**Run 1: cells colored by class**

Bar = 50 um.
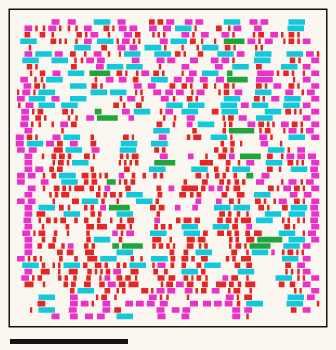
**Run 1: cell sizes after repair**

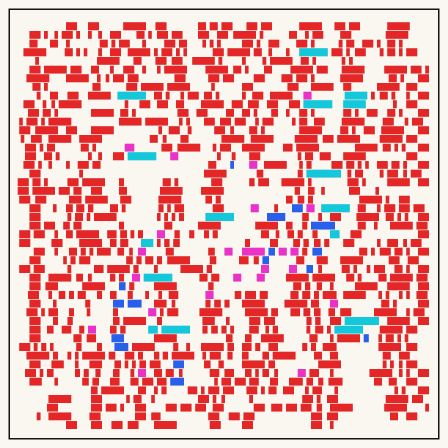
**Run 1: routed metal per tile**

Bar = 50 um. The die is cut into 27 by 27 equal tiles; dark purple is low, yellow is high, scaled to the fullest tile. Values are wire area over tile area, all layers added.
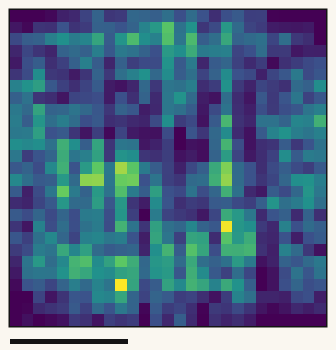
**Run 1: congestion heat map**

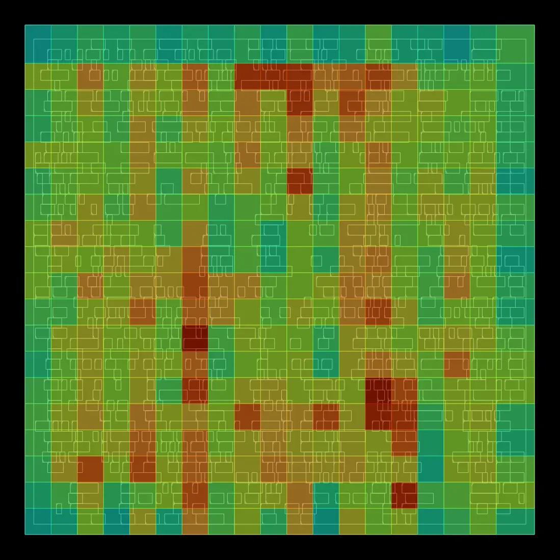
## config.mk

```make
export PLATFORM = sky130hd
export DESIGN_NAME = ahb_master_flat
export DESIGN_NICKNAME = d
export VERILOG_FILES = /design/src/rtl/ahb_master_if.sv /design/src/rtl/ahb_master.sv /design/src/flat_wrapper.sv
export SDC_FILE = /design/constraint.sdc
export NUM_CORES = 1
export LEC_CHECK = 0
export ABC_AREA = 0
export CAP_MARGIN = 20
export CELL_PAD_IN_SITES_DETAIL_PLACEMENT = 1
export CELL_PAD_IN_SITES_GLOBAL_PLACEMENT = 1
export CORE_MARGIN = 2
export CORE_UTILIZATION = 31
export CTS_CLUSTER_SIZE = 16
export DETAILED_ROUTE_END_ITERATION = 10
export PLACE_DENSITY_LB_ADDON = 0.1
export SLEW_MARGIN = 20
export SYNTH_ARGS = -nofsm -noshare
export SYNTH_HDL_FRONTEND = slang
export SYNTH_SLANG_ARGS = --single-unit
```

## constraint.sdc

```tcl
create_clock -name Hclk -period 2.6 [get_ports Hclk]
set_input_delay 0.26 -clock Hclk [delete_from_list [all_inputs] [get_ports Hclk]]
set_output_delay 0.26 -clock Hclk [all_outputs]
set_load 0.01 [all_outputs]
```

## src/rtl/ahb_master_if.sv

```systemverilog
// AHB-Lite bus bundle between the ahb_master initiator and an AHB slave such as the AHB2APB bridge.
interface ahb_master_if #(
  parameter int unsigned ADDR_W = 32,
  parameter int unsigned DATA_W = 32
);
  logic [ADDR_W-1:0] Haddr;
  logic [1:0]        Htrans;
  logic              Hwrite;
  logic [2:0]        Hsize;
  logic [2:0]        Hburst;
  logic [DATA_W-1:0] Hwdata;
  logic              Hreadyin;
  logic [1:0]        Hresp;
  logic [DATA_W-1:0] Hrdata;

  modport master (
    output Haddr, Htrans, Hwrite, Hsize, Hburst, Hwdata,
    input  Hreadyin, Hresp, Hrdata
  );

  modport slave (
    input  Haddr, Htrans, Hwrite, Hsize, Hburst, Hwdata,
    output Hreadyin, Hresp, Hrdata
  );
endinterface

```

## src/rtl/ahb_master.sv

```systemverilog
// AHB-Lite initiator: turns single/incrementing-burst commands into pipelined AHB transfers,
// honouring wait states and ERROR responses, returning read data beat by beat.
module ahb_master #(
  parameter int unsigned ADDR_W = 32,
  parameter int unsigned DATA_W = 32,
  parameter int unsigned LEN_W  = 4
) (
  input  logic              Hclk,
  input  logic              Hresetn,
  input  logic              cmd_valid,
  output logic              cmd_ready,
  input  logic              cmd_write,
  input  logic [ADDR_W-1:0] cmd_addr,
  input  logic [LEN_W-1:0]  cmd_len,
  input  logic [DATA_W-1:0] wr_data,
  output logic              wr_pop,
  output logic [DATA_W-1:0] rd_data,
  output logic              rd_valid,
  output logic              done,
  output logic              err,
  ahb_master_if.master      bus
);
  localparam int unsigned BW = LEN_W + 1;

  typedef enum logic [2:0] {S_IDLE, S_ADDR, S_BURST, S_LAST, S_ERRW} state_e;

  state_e            state_q, state_d;
  logic [ADDR_W-1:0] haddr_q, haddr_d;
  logic [1:0]        htrans_q, htrans_d;
  logic              hwrite_q, hwrite_d;
  logic [2:0]        hburst_q, hburst_d;
  logic [DATA_W-1:0] hwdata_q, hwdata_d;
  logic [DATA_W-1:0] rd_data_q, rd_data_d;
  logic              rd_valid_q, rd_valid_d;
  logic              done_q, done_d;
  logic              err_q, err_d;
  logic [BW-1:0]     beats_q, beats_d;

  logic              addr_phase, data_phase, err_hit;
  logic [ADDR_W-1:0] next_addr;

  assign addr_phase = (state_q == S_ADDR) || (state_q == S_BURST);
  assign data_phase = (state_q == S_BURST) || (state_q == S_LAST);
  // First ERROR cycle: slave stretches with Hreadyin low while signalling ERROR
  assign err_hit    = data_phase && (bus.Hresp != 2'b00) && !bus.Hreadyin;
  assign next_addr  = haddr_q + ADDR_W'(4);

  assign cmd_ready  = Hresetn && (state_q == S_IDLE);
  assign wr_pop     = addr_phase && bus.Hreadyin && hwrite_q;

  assign bus.Haddr  = haddr_q;
  assign bus.Htrans = htrans_q;
  assign bus.Hwrite = hwrite_q;
  assign bus.Hsize  = 3'b010;
  assign bus.Hburst = hburst_q;
  assign bus.Hwdata = hwdata_q;
  assign rd_data    = rd_data_q;
  assign rd_valid   = rd_valid_q;
  assign done       = done_q;
  assign err        = err_q;

  always_ff @(posedge Hclk) begin
    if (!Hresetn) begin
      state_q    <= S_IDLE;
      haddr_q    <= '0;
      htrans_q   <= 2'b00;
      hwrite_q   <= 1'b0;
      hburst_q   <= 3'b000;
      hwdata_q   <= '0;
      rd_data_q  <= '0;
      rd_valid_q <= 1'b0;
      done_q     <= 1'b0;
      err_q      <= 1'b0;
      beats_q    <= '0;
    end else begin
      state_q    <= state_d;
      haddr_q    <= haddr_d;
      htrans_q   <= htrans_d;
      hwrite_q   <= hwrite_d;
      hburst_q   <= hburst_d;
      hwdata_q   <= hwdata_d;
      rd_data_q  <= rd_data_d;
      rd_valid_q <= rd_valid_d;
      done_q     <= done_d;
      err_q      <= err_d;
      beats_q    <= beats_d;
    end
  end

  always_comb begin
    state_d = state_q;
    unique case (state_q)
      S_IDLE:  if (cmd_valid) state_d = S_ADDR;
      S_ADDR:  if (bus.Hreadyin) state_d = (beats_q == BW'(1)) ? S_LAST : S_BURST;
      S_BURST: begin
        if (err_hit)           state_d = S_ERRW;
        else if (bus.Hreadyin) state_d = (beats_q == BW'(1)) ? S_LAST : S_BURST;
      end
      S_LAST: begin
        if (err_hit)           state_d = S_ERRW;
        else if (bus.Hreadyin) state_d = S_IDLE;
      end
      S_ERRW:  if (bus.Hreadyin) state_d = S_IDLE;
      default: state_d = S_IDLE;
    endcase
  end

  always_comb begin
    haddr_d    = haddr_q;
    htrans_d   = htrans_q;
    hwrite_d   = hwrite_q;
    hburst_d   = hburst_q;
    hwdata_d   = hwdata_q;
    rd_data_d  = rd_data_q;
    beats_d    = beats_q;
    rd_valid_d = 1'b0;
    done_d     = 1'b0;
    err_d      = 1'b0;
    unique case (state_q)
      S_IDLE: begin
        if (cmd_valid) begin
          haddr_d  = cmd_addr & ~ADDR_W'(3);
          hwrite_d = cmd_write;
          hburst_d = (cmd_len == '0) ? 3'b000 : 3'b001;
          htrans_d = 2'b10;
          beats_d  = BW'(cmd_len) + BW'(1);
        end
      end
      S_ADDR, S_BURST: begin
        if (err_hit) begin
          htrans_d = 2'b00;
        end else if (bus.Hreadyin) begin
          if (hwrite_q) hwdata_d = wr_data;
          if (data_phase && !hwrite_q) begin
            rd_data_d  = bus.Hrdata;
            rd_valid_d = 1'b1;
          end
          beats_d = beats_q - BW'(1);
          if (beats_q != BW'(1)) begin
            haddr_d  = next_addr;
            // A 1KB boundary must restart the burst as NONSEQ
            htrans_d = (next_addr[9:0] == 10'd0) ? 2'b10 : 2'b11;
          end else begin
            htrans_d = 2'b00;
          end
        end
      end
      S_LAST: begin
        if (err_hit) begin
          htrans_d = 2'b00;
        end else if (bus.Hreadyin) begin
          if (!hwrite_q) begin
            rd_data_d  = bus.Hrdata;
            rd_valid_d = 1'b1;
          end
          done_d = 1'b1;
        end
      end
      S_ERRW: begin
        if (bus.Hreadyin) begin
          done_d = 1'b1;
          err_d  = 1'b1;
        end
      end
      default: ;
    endcase
  end
endmodule
```

## src/flat_wrapper.sv

```systemverilog
// flat-port wrapper written by rule: the top's interface ports become plain ports
module ahb_master_flat 
#(
  parameter int unsigned ADDR_W = 32,
  parameter int unsigned DATA_W = 32,
  parameter int unsigned LEN_W  = 4
)
  (Hclk, Hresetn, cmd_valid, cmd_ready, cmd_write, cmd_addr, cmd_len, wr_data, wr_pop, rd_data, rd_valid, done, err, bus_Haddr, bus_Htrans, bus_Hwrite, bus_Hsize, bus_Hburst, bus_Hwdata, bus_Hreadyin, bus_Hresp, bus_Hrdata);
  ahb_master_if #(.ADDR_W(ADDR_W), .DATA_W(DATA_W)) bus_i ();
  input  logic Hclk;
  input  logic Hresetn;
  input  logic cmd_valid;
  output logic cmd_ready;
  input  logic cmd_write;
  input  logic [ADDR_W-1:0] cmd_addr;
  input  logic [LEN_W-1:0] cmd_len;
  input  logic [DATA_W-1:0] wr_data;
  output logic wr_pop;
  output logic [DATA_W-1:0] rd_data;
  output logic rd_valid;
  output logic done;
  output logic err;
  output wire logic [$bits(bus_i.Haddr)-1:0] bus_Haddr;
  output wire logic [$bits(bus_i.Htrans)-1:0] bus_Htrans;
  output wire logic [$bits(bus_i.Hwrite)-1:0] bus_Hwrite;
  output wire logic [$bits(bus_i.Hsize)-1:0] bus_Hsize;
  output wire logic [$bits(bus_i.Hburst)-1:0] bus_Hburst;
  output wire logic [$bits(bus_i.Hwdata)-1:0] bus_Hwdata;
  input wire logic [$bits(bus_i.Hreadyin)-1:0] bus_Hreadyin;
  input wire logic [$bits(bus_i.Hresp)-1:0] bus_Hresp;
  input wire logic [$bits(bus_i.Hrdata)-1:0] bus_Hrdata;
  assign bus_Haddr = bus_i.Haddr;
  assign bus_Htrans = bus_i.Htrans;
  assign bus_Hwrite = bus_i.Hwrite;
  assign bus_Hsize = bus_i.Hsize;
  assign bus_Hburst = bus_i.Hburst;
  assign bus_Hwdata = bus_i.Hwdata;
  assign bus_i.Hreadyin = bus_Hreadyin;
  assign bus_i.Hresp = bus_Hresp;
  assign bus_i.Hrdata = bus_Hrdata;
  ahb_master #(.ADDR_W(ADDR_W), .DATA_W(DATA_W), .LEN_W(LEN_W)) u_core (.Hclk(Hclk), .Hresetn(Hresetn), .cmd_valid(cmd_valid), .cmd_ready(cmd_ready), .cmd_write(cmd_write), .cmd_addr(cmd_addr), .cmd_len(cmd_len), .wr_data(wr_data), .wr_pop(wr_pop), .rd_data(rd_data), .rd_valid(rd_valid), .done(done), .err(err), .bus(bus_i));
endmodule
```

==> summary.txt, run 1 <==
This memo summarizes the results of the implementation run.

Setup path
In this run the register-to-register setup slack is 0.30 ns. STA lists the startpoint of the worst register-to-register path as u_core.beats_q[0]. The first element of the critical path is u_core.beats_q[0]. The count of cells along the worst register-to-register path is 8. Per STA, the worst path accumulates the most delay in the family AND-OR/OR-AND gates. The cell with the largest stage delay on the worst path is dfxtp_1. In this run the critical register-to-register path is captured at u_core.bus.Haddr[12]. By instance count, the cell type seen most on the critical path is buf_4. The type of origin of the critical path is a flop. The end of the critical path is u_core.bus.Haddr[12]. For reference, the critical path cell chain is ha_1 -> nor4b_1 -> buf_4 -> a21o_1 -> a211o_1 -> buf_4 -> a21oi_1 -> o221a_2. The required time of the worst setup path is 2.86 ns.

The instance count on the critical path is 8. The arrival time of data at the worst endpoint is listed as 2.56 ns. The critical path in this run is classified as reg2reg.

The maximum fanout count along the critical path is 10.

Routing
The script parses the final routing iteration and logs DRC violations as 0. Per the detail_route log, met3 wirelength is 1020 um. Per the log, the first TritonRoute iteration ended with a DRC count of 214. The number of detailed-route iterations in the first pass is 4. After detailed routing, the number of vias per cell comes to 5.07. The count of nets left with antenna violations after detail routing is 0.

Cells and area
The final layout report lists a non-clock inverter count of 7. The dominant kind of cell is combinational gates. The data-path buffer share of cell area in the final layout is 0.286. The layout has 9 clock buffers. The total of fill cells in the finished design is approximately 2k. In the final layout, flip-flops and latches occupy 2180 um2.

The final antenna diode tally reported by the flow is 0. Excluding fillers, the count of instances in the completed layout stands at ~1.1k. The net count of the finished layout is 956.

CTS
The maximum clock path buffer count is 2. The clock-pin slew on the worst setup and hold paths is 0.08 ns. The clock latency on the worst-skew pair is 0.36 ns.

The number of gates resized after CTS is 0. The root cell of the clock tree is clkbuf_16. Per the CTS log, the maximum H-tree level is 3. The number of buffers added by the clock tree synthesis step is 9. The hold buffer count at cts is 0.

Logic synthesis
Counting flops and latches in the post-synthesis netlist gives 109. Warnings reported by Yosys during synthesis add up to 0. The share of synthesized registers carrying an async set or reset is 0. The combined area of all synthesized cells is roughly 5300 um2.

STA
The headroom to the max-slew limit is 0.499. The worst slack on hold paths is roughly 0.25 ns. From the final report, the count of setup violators was given as 0. The highest clock frequency the design can meet is 434 MHz. The routed design could run at a clock period as short as approximately 2.3 ns.

After layout, the setup clock skew is reported as 0.00809 ns.

Placed design
The total instance count after detailed placement is 1053. The setup slack after placement is 0.184 ns. The number of input and output port buffers inserted is ~210. The cell area reported after detailed placement is 7550 um2.

Global routing
The leftover overflow at the end of global routing is 0.

Power
The share of total power dissipated in the clock network is 0.355. The group that draws the most power in this run is sequential cells. The power density normalized to cell area is 552 nW/um2.

In this run the VDD rail shows a maximum IR drop of 0.000348 V. Summed over the clock group, the power is 0.00155 W.

Floorplan
The die boundary width is 134 um. The core utilization before placement is 0.317. roughly 220 I/O pins were placed. From bottom edge to top edge, the die measures 134 um.

Job
The number of logged tool warnings is 30.

Run status
The run finished with clean final reports.

Min path
The endpoint with the worst hold slack is u_core.state_q[1].
## Picture notes: 'cells colored by class'
magenta -> other buffers and delay cells  # cells 229
green -> clock drivers and dummy loads  # cells 16
red -> all other logic  # cells 495
cyan -> flip-flops  # cells 109
Finished Cell Area: 7880 um2
floorplan core area: 16600 um2
share of the core filled with cells: 0.475
proportion of cell area occupied by registers: 0.277
row count: 47

## Picture notes: 'cell sizes after repair'
blue -> drive 2  # cells 16, share 1.9%, most used or2_2
magenta -> drive 3 to 4  # cells 23, share 2.7%, most used buf_4
cyan -> drive 6 and up  # cells 16, share 1.9%, most used clkbuf_16
red -> drive 1 or less  # cells 794, share 94%, most used clkdlybuf4s50_1
Buffers, non-clock: 229
Synth-to-Final Area Change: 49.7%
final critical-path setup slack: 0.297 ns

## Picture notes: 'routed metal per tile'
emptiest ninth of the die = upper right
tiles over half the peak = 14%
nearly empty tiles = 4.3%
fullest tile = 0.53
mean over tiles = 0.16
routed wire length: 17800 um
total via count in the routed design: 5419

## Picture notes: 'congestion heat map'
global routing met1 resource utilization: 0.234
met2 GRT Util: 0.337
met3 routing resource usage after global routing: 0.0401
average detailed-routed wire length per instance: 16.7 um
global router's overall resource usage: 0.193

==> run 1: cell usage after synthesis (all sizes together), types with 3 or more instances <==
| library cell | n | area share |
|---|---|---|
| nand2 | 161 | 0.11 |
| dfxtp | 109 | 0.41 |
| a21boi | 73 | 0.10 |
| nor2 | 34 | 0.025 |
| clkbuf | 26 | 0.019 |
| buf | 25 | 0.032 |
| a21oi | 24 | 0.023 |
| o21ai | 22 | 0.021 |
| nand3 | 17 | 0.016 |
| nor3 | 14 | 0.015 |
| and2 | 10 | 0.012 |
| nand4 | 8 | 0.011 |
| o221a | 8 | 0.017 |
| and3 | 7 | 0.0083 |
| inv | 7 | 0.0050 |
| nor4 | 7 | 0.011 |
| a31oi | 6 | 0.0071 |
| o21a | 6 | 0.0088 |
| ha | 5 | 0.012 |
| nand2b | 5 | 0.0059 |
| nor2b | 5 | 0.0059 |
| o211a | 5 | 0.0095 |
| o211ai | 5 | 0.0071 |
| a211oi | 4 | 0.0081 |
| a21o | 4 | 0.0057 |
| nand3b | 4 | 0.0057 |
| o22ai | 4 | 0.0048 |
| a32o | 3 | 0.0057 |
| a41oi | 3 | 0.0050 |
| or2 | 3 | 0.0036 |
| or3 | 3 | 0.0036 |
==> run 1: cell usage in the layout (no fill, tap or decap), drive strengths merged, types with 14 or more instances in the layout <==
master,n
a21boi,73
buf,23
nor2,34
nand2,161
a21oi,24
nand3,17
clkdlybuf4s50,206
nor3,14
o21ai,22
dfxtp,109
==> run 1: cell families (layout without fill, tap and decap cells) <==
logic type      after synthesis  count (layout)  synth area share
mux                           2               2           0.00380
flops                       109             109             0.415
buf+inv                      58             252            0.0556
fa+ha+maj                     5               5            0.0119
other cells                   2               7           0.00143
simple gates                287             287             0.252
xor+xnor                      3               3           0.00642
compound gates              184             184             0.254
==> run 2, diff against run 1 <==
--- a/config.mk
+++ b/config.mk
@@ -5,7 +5,6 @@
 export SDC_FILE = /design/constraint.sdc
 export NUM_CORES = 1
 export LEC_CHECK = 0
-export ABC_AREA = 0
 export CAP_MARGIN = 20
 export CELL_PAD_IN_SITES_DETAIL_PLACEMENT = 1
 export CELL_PAD_IN_SITES_GLOBAL_PLACEMENT = 1
==> constraint.sdc (replaced) <==
create_clock -name Hclk -period 2.6 [get_ports Hclk]
set_input_delay 0.52 -clock Hclk [delete_from_list [all_inputs] [get_ports Hclk]]
set_output_delay 0.52 -clock Hclk [all_outputs]
set_load 0.01 [all_outputs]
**Run 2: congestion heat map**

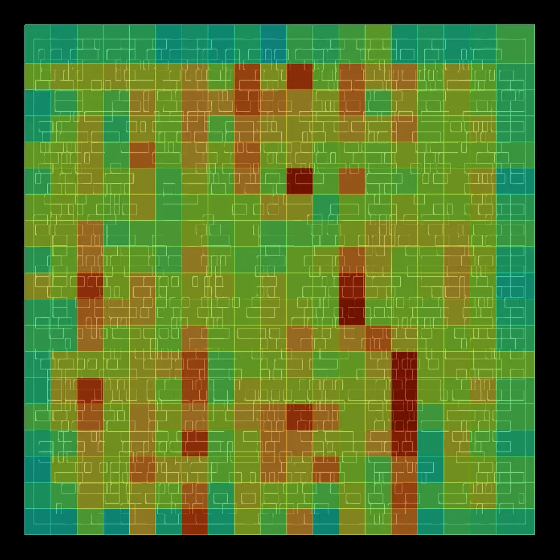
met2 GRT Util: 0.342
global router's overall resource usage: 0.199

==> run 2 against run 1 <==
Against the previous run:
- worst hold slack improved by 0.20 ns
- sequential share of layout area about the same
- core utilization decreased by 0.098 points
- total power decreased by 3.8%
- critical path type is now in2out
- synthesized cell count unchanged
- first-iteration DRC count decreased by 29%
- maximum frequency decreased by 5.5%
- clock-buffer cell count increased by 1
==> summary.txt, run 2 <==
This memo summarizes the results of the implementation run.

CTS
The maximum clock path buffer count is 2. The clock H-tree reported by CTS has 3 levels. Clock latency on the worst-skew pair, taken at its later pin, is 0.35 ns. The post-CTS hold buffer count recorded in the log is 0. In this run, post-CTS repair resized a total of 0 instances. TritonCTS created 9 clock buffers. The root cell of the clock tree is clkbuf_16.

STA
The highest clock frequency the design can meet is 410 MHz. The worst slack on hold paths is 0.452 ns. The time the worst path needs with I/O delays and setup is 2.44 ns.

After layout, the setup clock skew is reported as 0.00882 ns. The headroom to the max-slew limit is 0.528.

Routing
The mean routed wirelength per cell is between 15 and 20 um. The total DRC errors in the routed layout is 0. The pre-antenna-repair detailed-routing pass consisted of 4 iterations. The total number of vias is roughly 5.4k. The number of DRC violations after detailed-routing iteration 0 is 152. The total length of routed wires is 17800 um.

Logic synthesis
A synthesized cell averages just over 8 um2. Yosys attributes the largest share of cell area to dfxtp_1 41%, nand2_1 11%, a21boi_1 5.8%. Of the post-synthesis cell area, the dominant cell type holds 0.415. For this run the top cell type by instance count after synthesis was nand2_1. After synthesis, the most frequently instantiated cells are 161 x nand2_1, 109 x dfxtp_1, 41 x a21boi_1. Per the synth log, the flip-flop and latch total comes to 109.

The Yosys step of the flow raised 0 warnings. The combined area of all synthesized cells is between 5000 and 6000 um2.

Cells and area
The synthesis-to-layout area growth is 49.4%. The total of fill cells in the finished design is 1958. The most numerous logic cell after layout is clkdlybuf4s50_1.

The repair_antennas step left the layout with diodes totalling 0. Per the cell usage report, the commonest logic cells after layout are 206 x clkdlybuf4s50_1, 161 x nand2_1, 109 x dfxtp_1. Once layout is done, the placed cells without fillers occupy between 7000 and 8000 um2.

For this run, the post-layout net count is 960.

Setup path
The reg-to-reg endpoint is u_core.bus.Haddr[12]. The required time of the worst setup path is 2.08 ns. OpenSTA lists the critical path endpoint as wr_pop.

According to the timing report, the critical path is launched from bus_Hreadyin. Looking at the critical path, the highest net fanout was 6. The count of cells along the worst register-to-register path is 8. Data arrives at the worst endpoint at around 1.9 ns. STA classifies the critical path startpoint as an input pin.

The reg-to-reg critical path startpoint is u_core.beats_q[0]. The reg2reg setup slack is 0.36 ns. The critical setup path kind is in2out.

Floorplan
The row count is ~47. The die height is 134 um. The core region area is 16600 um2. The share of the core area taken by cells at floorplan is 0.317.

Power
The maximum VDD drop is 0.000324 V. Per the summary, power density relative to cell area is around 530 nW/um2.

Placed design
The detailed placement HPWL is 13200 um. The cell area reported after detailed placement is ~7600 um2.

Run status
The run finished with clean final reports.

Global routing
After global routing the overflow that remains totals 0. The first-pass GRT wire length is 29300 um.

Job
The number of logged tool warnings is 30. The number of max-cap violations is 0.
**Run 2: nets reached from selected ports**

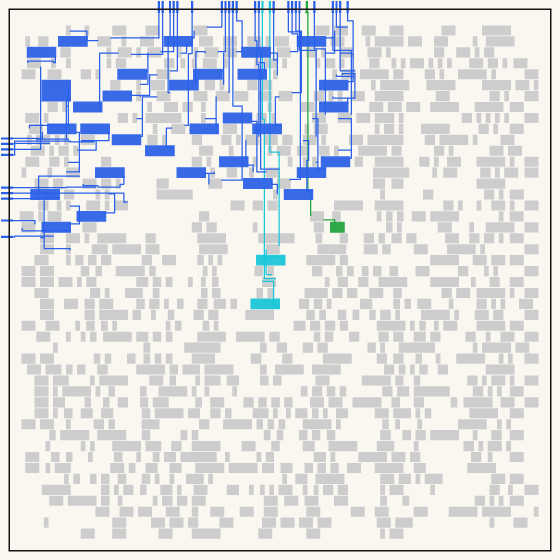
blue -> `bus_Hwdata`  # bits 32, direction output, end cells 32, wire 1100 um
cyan -> `bus_Htrans`  # bits 2, direction output, end cells 2, wire 153 um
green -> `cmd_write`  # bits 1, direction input, end cells 1, wire 56.3 um
number of buffer cells added on primary ports: 207
number of placed I/O pins: 217

==> run 2: stage by stage <==
| stage | setup WS (ns) | std cells | util | power [W] | TNS [ns] |
|---|---|---|---|---|---|
| 4_1_cts | 0.133 | 1073 | 0.474 | 0.00425 | 0 |
| 6_report | 0.163 | 1073 | 0.474 | 0.00419 | 0 |
| 3_5_place_dp | -0.0239 | 1057 | 0.456 | 0.00286 | -0.0395 |
| 3_3_place_gp | 0.0140 | 1057 | 0.456 | 0.00283 | 0 |
| 2_1_floorplan | 0.695 | 655 | - | 0.00236 | 0 |
| 5_1_grt | 0.0381 | 1073 | 0.474 | 0.00443 | 0 |
==> run 2: final cells by class <==
cell class	instances	area (um2)	share of cell area
Tap cell	220	275	0.0350
Sequential cell	109	2180	0.278
Clock inverter	6	58.8	0.00748
Clock buffer	10	239	0.0304
Multi-Input combinational cell	488	2810	0.357
Inverter	7	26.3	0.00334
Timing Repair Buffer	233	2270	0.289
==> run 2: where the power goes <==
group	internal (W)	switching, W	total, W
clock network	0.000694	0.000675	0.00137
logic	0.000503	0.000439	0.000942
registers	0.00176	0.000116	0.00188
total	0.00296	0.00123	0.00419
==> run 2: metal layers <==
layer  part of all wire  vias to the layer above  GRT usage
met1               0.44                     2602      0.250
met2               0.49                      150      0.342
met3              0.058                       20     0.0480
met5                  0                        -          0
li1                   -                     2651          -
met4              0.014                        0     0.0520
==> run 2: critical path, cell delays in order <==
cell and delay [ns]:
clkdlybuf4s50_1 0.58, nand3_1 0.15, inv_2 0.08, clkdlybuf4s50_1 0.58
==> run 2: cells by family after synthesis <==
family	after synthesis	synth area share
simple gates	287	0.252
xor+xnor	3	0.00642
flops	109	0.415
compound gates	184	0.254
other cells	2	0.00143
fa+ha+maj	5	0.0119
buf+inv	58	0.0556
mux	2	0.00380
==> run 3, diff against run 2 <==
--- a/config.mk
+++ b/config.mk
@@ -10,7 +10,7 @@
 export CELL_PAD_IN_SITES_GLOBAL_PLACEMENT = 1
 export CORE_MARGIN = 2
 export CORE_UTILIZATION = 31
-export CTS_CLUSTER_SIZE = 16
+export CTS_CLUSTER_SIZE = 30
 export DETAILED_ROUTE_END_ITERATION = 10
 export PLACE_DENSITY_LB_ADDON = 0.1
 export SLEW_MARGIN = 20
**Run 3: routed metal per tile**

Bar = 50 um. The die is cut into 27 by 27 equal tiles; dark purple is low, yellow is high, scaled to the fullest tile. Values are wire area over tile area, all layers added.
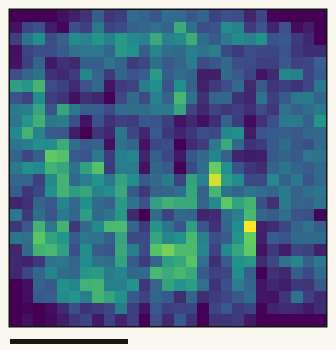
nearly empty tiles = 4.8%
mean over tiles = 0.16
tiles over half the peak = 14%
fullest tile = 0.51
total via count in the routed design: 5423
routed wire length: 17800 um

==> run 3 against run 2 <==
Against the previous run:
- first-iteration DRC count did not move
- die area did not move
- non-clock buffer count did not move
- register-to-register slack about the same
- maximum frequency did not move
- area after synthesis did not move
- global-route usage unchanged
- flip-flop count is the same
- worst hold slack did not move
- routed wire length unchanged
- clock-buffer cell count stayed put
- critical endpoint unchanged
- largest cell class unchanged
- highest routed layer unchanged
==> summary.txt, run 3 <==
This memo summarizes the results of the implementation run.

STA
The time the worst path needs with I/O delays and setup is 2.44 ns. The clock tree skew after final layout is 0.00882 ns. The headroom to the max-slew limit is 0.528.

The total negative setup slack is 0 ns. The highest clock frequency the design can meet is 410 MHz.

Logic synthesis
Of all flip-flops after synthesis, the portion carrying an async set or reset was 0. The total of warnings raised by yosys is 0. Of the total synthesized cell area, the portion taken by full adders, half adders and majority gates is 0.0119. The combined area of all synthesized cells is 5260 um2.

The area fraction in compound gates is 0.254. The top cell type by total area after synthesis is dfxtp_1. The number of synthesized register bits is 109. The proportion of netlist area held by the largest area contributor is 0.415.

Of the total synthesized cell area, the portion taken by XOR and XNOR cells is 0.00642.

Routing
Per the post-route antenna check, the number of violating nets is 0. After detailed routing, the number of remaining DRC violations is 0. The pre-antenna-repair detailed-routing pass consisted of 4 iterations. The average vias per placed instance is 5.05.

CTS
The clock latency on the worst-skew pair is 0.35 ns. The number of buffers added by the clock tree synthesis step is 9. The clock-pin slew on the worst setup and hold paths is 0.07 ns. The hold buffer count at cts is 0.

Cells and area
The area growth from synthesis to layout is 49.4%. The final instance area is 7860 um2. The total of fill cells in the finished design is 1958.

By instance count after routing, the leading logic cell types are 206 x clkdlybuf4s50_1, 161 x nand2_1, 109 x dfxtp_1.

Placed design
The detailed placement HPWL is about 13000 um. The post-placement cell area is between 7000 and 8000 um2. As logged by OpenROAD, the buffers inserted on ports number 207.

Setup path
The maximum cell stage delay along the critical path is 0.58 ns. On the critical path the largest part of the delay comes from buffers and inverters. The maximum fanout count along the critical path is 6. The required time at the worst endpoint is listed as 2.08 ns. The data arrival time of the worst path is 1.92 ns. In this run the critical path is formed by clkdlybuf4s50_1 -> nand3_1 -> inv_2 -> clkdlybuf4s50_1. The cell with the largest stage delay on the worst path is clkdlybuf4s50_1. The script reports the combined buffer and inverter count of the critical path as 3.

Run status
The flow ran to the end, and the final reports show no timing, DRC or antenna violations.

Global routing
The first global-routing pass estimated 29300 um of wire. Summed over all routing layers, the global router reports a total usage of 0.199. The total overflow left after global routing is 0.

Power
For this design the ratio of total power to cell area is ~530 nW/um2.

Job
The number of max-cap violations is 0.

Floorplan
According to the floorplan report, the die height is 134 um.
**Run 3: cells colored by class**

Bar = 50 um.
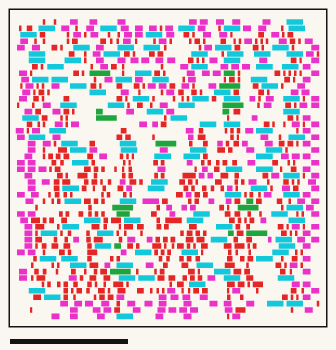
cyan -> flip-flops  # cells 109
red -> all other logic  # cells 495
magenta -> other buffers and delay cells  # cells 233
green -> clock drivers and dummy loads  # cells 16

[run 3: cell counts after synthesis]
No cell type changed its count.
[run 3: routing by layer]
layer / vias up / global-route usage / part of all wire
li1: 2651 / - / -
met3: 20 / 0.0480 / 0.058
met2: 150 / 0.342 / 0.49
met5: - / 0 / 0
met4: 0 / 0.0520 / 0.014
met1: 2602 / 0.250 / 0.44
[run 3: worst paths after layout]
check        cells past startpoint                   end  slack, ns              start
min reg2reg                      2     u_core.rd_data[3]       0.45  u_core.rd_data[3]
min                              2     u_core.rd_data[3]       0.45  u_core.rd_data[3]
max reg2reg                      8  u_core.bus.Haddr[12]       0.36  u_core.beats_q[0]
max                              4                wr_pop       0.16       bus_Hreadyin
[run 3: layout make-up]
cell class                 instances  area [um2]  share of cell area
tap                              220         275              0.0350
clock buffer                      10         239              0.0304
multi-input combinational        488        2810               0.357
inverter                           7        26.3             0.00334
clock inverter                     6        58.8             0.00748
timing repair buffer             233        2270               0.289
sequential                       109        2180               0.278
[run 3: per-stage QoR]
step	hold WS, ns	std cells	utilization	power [W]	setup WS [ns]
finish	0.452	1073	0.474	0.00419	0.163
CTS	0.457	1073	0.474	0.00425	0.133
floorplan	0.473	655	-	0.00236	0.695
global placement	0.440	1057	0.456	0.00283	0.0140
global route	0.478	1073	0.474	0.00443	0.0381
detailed placement	0.446	1057	0.456	0.00286	-0.0239
[run 3: tightest hold or removal path, stage by stage, from the launching register on]
cell	delay [ns]
dfxtp_1	0.31
nand2_1	0.05
a21boi_1	0.05
[run 3: report_power, final]
group          internal (W)  total (W)  leakage, nW  switching, W
clock network      0.000694    0.00137        0.142      0.000675
registers           0.00176    0.00188        0.886      0.000116
logic              0.000503   0.000942         1.76      0.000439
total               0.00296    0.00419         2.79       0.00123
Power is estimated from default activity; no workload was simulated.
